**src/rtl/ex_operand_stage.sv**
```systemverilog
// ID/EX operand stage: valid/ready capture of a decoded instruction with EX/MEM and
// MEM/WB forwarding, load-use stall detection and ALU control generation.
module ex_operand_stage #(
  parameter int DATA_W = 16,
  parameter int REG_AW = 2,
  parameter int IMM_W  = 8
) (
  input  logic              clk,
  input  logic              rst_n,
  input  logic              in_valid,
  output logic              in_ready,
  input  logic [REG_AW-1:0] in_rs,
  input  logic [REG_AW-1:0] in_rt,
  input  logic [REG_AW-1:0] in_rd,
  input  logic [DATA_W-1:0] in_rs_data,
  input  logic [DATA_W-1:0] in_rt_data,
  input  logic [IMM_W-1:0]  in_imm,
  input  logic              in_alu_src,
  input  logic [1:0]        in_alu_op,
  input  logic [5:0]        in_funct,
  input  logic              in_reg_write,
  input  logic              in_mem_read,
  input  logic              in_mem_write,
  input  logic              flush,
  input  logic              exmem_we,
  input  logic              exmem_load,
  input  logic [REG_AW-1:0] exmem_rd,
  input  logic [DATA_W-1:0] exmem_data,
  input  logic              memwb_we,
  input  logic [REG_AW-1:0] memwb_rd,
  input  logic [DATA_W-1:0] memwb_data,
  output logic              ex_valid,
  input  logic              ex_ready,
  output logic [DATA_W-1:0] alu_a,
  output logic [DATA_W-1:0] alu_b,
  output logic [3:0]        alu_control,
  output logic [DATA_W-1:0] ex_store_data,
  output logic [REG_AW-1:0] ex_rd,
  output logic              ex_reg_write,
  output logic              ex_mem_read,
  output logic              ex_mem_write
);

  logic              uses_rt;
  logic              haz_rs;
  logic              haz_rt;
  logic              hazard;
  logic              accept;
  logic [DATA_W-1:0] fwd_rs;
  logic [DATA_W-1:0] fwd_rt;
  logic [DATA_W-1:0] imm_ext;
  logic [3:0]        ctl_next;
  logic [REG_AW-1:0] held_rs;
  logic [REG_AW-1:0] held_rt;
  logic              held_alu_src;
  logic              snoop_rs;
  logic              snoop_rt;

  assign uses_rt = !in_alu_src || in_mem_write;

  // A load sitting here or in EX/MEM cannot supply its data in time.
  assign haz_rs = (in_rs != '0) &&
                  ((ex_valid && ex_mem_read && ex_reg_write && ex_rd == in_rs) ||
                   (exmem_load && exmem_we && exmem_rd == in_rs));
  assign haz_rt = (in_rt != '0) &&
                  ((ex_valid && ex_mem_read && ex_reg_write && ex_rd == in_rt) ||
                   (exmem_load && exmem_we && exmem_rd == in_rt));
  assign hazard   = haz_rs || (uses_rt && haz_rt);
  assign in_ready = !flush && !hazard && (!ex_valid || ex_ready);
  assign accept   = in_valid && in_ready;

  assign fwd_rs = (in_rs == '0) ? in_rs_data :
                  (exmem_we && !exmem_load && exmem_rd == in_rs) ? exmem_data :
                  (memwb_we && memwb_rd == in_rs) ? memwb_data : in_rs_data;
  assign fwd_rt = (in_rt == '0) ? in_rt_data :
                  (exmem_we && !exmem_load && exmem_rd == in_rt) ? exmem_data :
                  (memwb_we && memwb_rd == in_rt) ? memwb_data : in_rt_data;

  assign imm_ext = {{(DATA_W-IMM_W){in_imm[IMM_W-1]}}, in_imm};

  always_comb begin
    ctl_next = 4'b1111;
    case (in_alu_op)
      2'b00: ctl_next = 4'b0010;
      2'b01: ctl_next = 4'b0110;
      2'b11: ctl_next = 4'b0001;
      default: begin
        case (in_funct)
          6'b100000: ctl_next = 4'b0010;
          6'b100010: ctl_next = 4'b0110;
          6'b100100: ctl_next = 4'b0000;
          6'b100101: ctl_next = 4'b0001;
          6'b101010: ctl_next = 4'b0111;
          6'b100111: ctl_next = 4'b1100;
          default:   ctl_next = 4'b1111;
        endcase
      end
    endcase
  end

  // A stalled entry keeps picking up writebacks so its operands never go stale.
  assign snoop_rs = memwb_we && (held_rs != '0) && (memwb_rd == held_rs);
  assign snoop_rt = memwb_we && (held_rt != '0) && (memwb_rd == held_rt);

  always_ff @(posedge clk or negedge rst_n) begin
    if (!rst_n) begin
      ex_valid      <= 1'b0;
      alu_a         <= '0;
      alu_b         <= '0;
      alu_control   <= '0;
      ex_store_data <= '0;
      ex_rd         <= '0;
      ex_reg_write  <= 1'b0;
      ex_mem_read   <= 1'b0;
      ex_mem_write  <= 1'b0;
      held_rs       <= '0;
      held_rt       <= '0;
      held_alu_src  <= 1'b0;
    end else if (flush) begin
      ex_valid <= 1'b0;
    end else if (accept) begin
      ex_valid      <= 1'b1;
      alu_a         <= fwd_rs;
      alu_b         <= in_alu_src ? imm_ext : fwd_rt;
      alu_control   <= ctl_next;
      ex_store_data <= fwd_rt;
      ex_rd         <= in_rd;
      ex_reg_write  <= in_reg_write;
      ex_mem_read   <= in_mem_read;
      ex_mem_write  <= in_mem_write;
      held_rs       <= in_rs;
      held_rt       <= in_rt;
      held_alu_src  <= in_alu_src;
    end else if (ex_valid && ex_ready) begin
      ex_valid <= 1'b0;
    end else if (ex_valid) begin
      if (snoop_rs) alu_a <= memwb_data;
      if (snoop_rt) begin
        ex_store_data <= memwb_data;
        if (!held_alu_src) alu_b <= memwb_data;
      end
    end
  end

endmodule

```
**config.mk**
```make
export PLATFORM = sky130hd
export DESIGN_NAME = ex_operand_stage
export DESIGN_NICKNAME = d
export VERILOG_FILES = /design/src/rtl/ex_operand_stage.sv
export SDC_FILE = /design/constraint.sdc
export NUM_CORES = 1
export LEC_CHECK = 0
export CAP_MARGIN = 40
export CORE_MARGIN = 2
export CORE_UTILIZATION = 45
export DETAILED_ROUTE_END_ITERATION = 12
export PLACE_DENSITY = 0.81
export SETUP_SLACK_MARGIN = 0.4
export SYNTH_ARGS = -nofsm -noshare
export SYNTH_HDL_FRONTEND = slang
export SYNTH_SLANG_ARGS = --single-unit
```
**constraint.sdc**
```tcl
create_clock -name clk -period 3.6 [get_ports clk]
set_clock_uncertainty 0.05 [all_clocks]
set_input_delay 0.9 -clock clk [delete_from_list [all_inputs] [get_ports clk]]
set_output_delay 0.9 -clock clk [all_outputs]
set_load 0.01 [all_outputs]
```
The metal 2 layer:
Bar = 20 um.
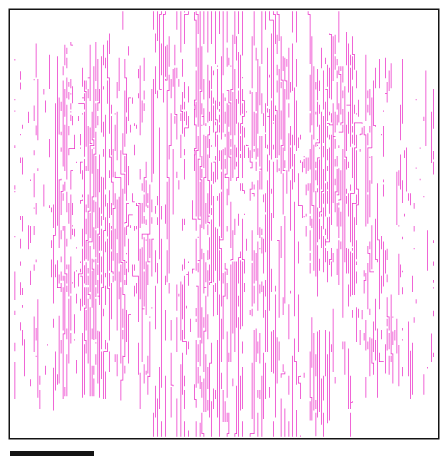
The longest straight run is 40.8 um. The wires run mostly vertical. The layer holds 47% of the routed length. The layer carries 7210 um of wire. 638 nets have wire on it.

Signal wires by layer:
Only two layers are drawn.
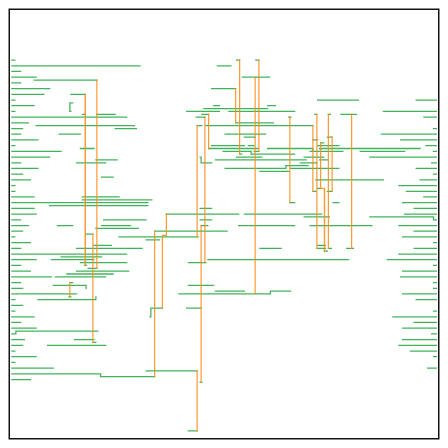
Green is metal 3, wire length 1490 um. Orange is metal 4, wire length 570 um.

I/O nets highlighted:
Bar = 20 um.
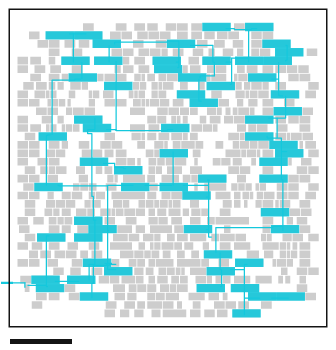
Cyan is `rst_n`, bits 1, direction input, edge left, end cells 63, buffers 3, wire 601 um.

==> flow_summary.toml <==
# implementation run metrics
[run_status]
status = "finished clean"

[setup_path]
arrival_ns = 2.20
path_buffers = 2
worstPathRequired_ns = 2.65
cp_cell_sequence = "dlygate4sd2_1 > nor2b_1 > or4b_4 > a31oi_4 > nor2_1 > buf_2"
path_delay_family = "simple AND/OR/NAND/NOR gates"
crit_path_end_kind = "primary output"
crit_path_start_kind = "input port"
cp_slowest_cell = "or4b_4"
max_stage_delay_ns = 0.53

[logic_synthesis]
synth-edff-count = 0
yosysTopAreaCell = "dfrtp_1"
mux_area_share_pct = 21.78
ys_seq_share_pct = 36.45
topCombFamilyByArea = "multiplexers"
top_cells_by_count = "mux2i_1 (78), dfrtp_1 (63), inv_1 (26), a31oi_1 (25)"
ys_sh_xor_pct = 2.806
syn_avg_cell_area_um2 = 10.25
ys_sh_simple_pct = 10.62
aoi_share_pct = 21.43
ys_types = 58

[clocking]
clockBufferDepth = 2
post_cts_buffers = 1
clock_sinks = 63
clock_latency_ns = 0.33
cts-resized-gates = 12
clk_pin_slew_ns = 0.07
cts_made_buffers = 9

[place]
place_hpwl_mm = 11.39
dpl-instance-area_um2 = 6242
port_buffers = 160

[finish]
logic_gate_count = 294
final_area_um2 = 6495
fin_nets = 703
dominant_cells = "combinational gates"
clock_buffers = 9
syn2layout_area_growth_pct = 50.16
flop-count = 63
inv_count = 27
layout.cells.most_common = "clkdlybuf4s50_1"
clock_cell_area_share_pct = 3.390

[detailed_routing]
routedWlPerCell_um = 21.05
wl_mm = 15.47
drtAntennaViolNets = 0
viasPerCell = 6.150
drc = 0
wl_met3_mm = 1.486

[power_and_ir_drop]
p_per_area_nw_per_um2 = 426.7
seqPwrFrac_pct = 36.2
intPower_w = 0.001882
combPwrFrac_pct = 38.3

[global_route]
grt_use_met3_pct = 5.882
use_met1_pct = 38.03
grt.busiest_layer = "met2"
grt_max_degree = 23
grt-ovfl-total = 0

[die]
floorplanUtilization_pct = 46.59
std_cell_rows = 35
die_height_um = 102.0
dieArea_um2 = 10410
io_pins = 161
die_w_um = 102.0

[sta]
worstMarginPinSlew_ns = 0.7435
fmax_mhz = 317.3
slew_headroom_pct = 50.14
hold_viol = 0
period_needed_ns = 3.151
Cell outlines without signal wires:
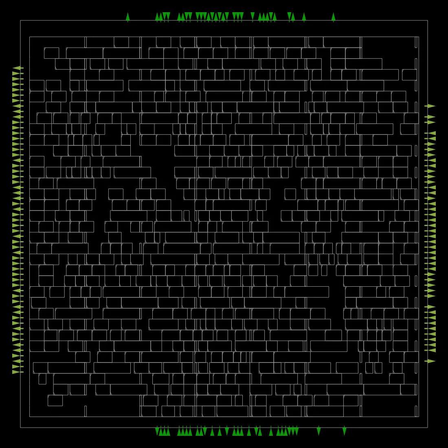
# fillers: 725
post-layout utilization of the core: 69.96%
Seq area share: 24.27%

Register map, names as in the netlist:
Other sequential cells in the stronger gray, the rest of the logic in the fainter gray.
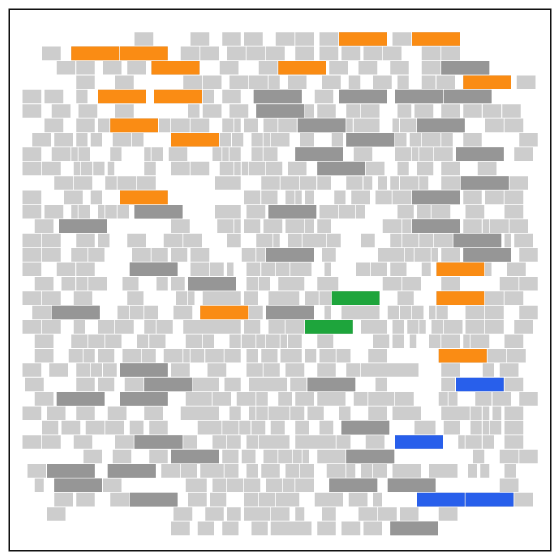
Orange is `alu_a`, sequential cells 16. Green is `held_rt`, sequential cells 2. Blue is `alu_control`, sequential cells 4, where bottom right.
Another 41 sequential cells are not colored.

==> worst paths after layout <==
path,startpoint,endpoint,slack [ns],cells past startpoint
hold reg to reg,alu_control[2],alu_control[2],0.47,1
setup / recovery,in_alu_src,in_ready,0.45,6
max in group asynchronous,rst_n,alu_a[11],2.30,2
hold / removal,alu_control[2],alu_control[2],0.47,1
min in group asynchronous,rst_n,alu_b[1],0.48,1
setup reg to reg,ex_rd[1],ex_mem_read,0.94,9
==> power by group through the flow <==
stage	logic, W	clock network (W)	registers [W]
6_report	0.00106	0.000708	0.00100
5_1_grt	0.00114	0.000744	0.00102
4_1_cts	0.00106	0.000711	0.000999
3_5_place_dp	0.00106	0	0.00101
3_3_place_gp	0.00103	0	0.00100
2_1_floorplan	0.000387	0	0.00106
No activity file was given, so power comes from the tool's default toggle rates.
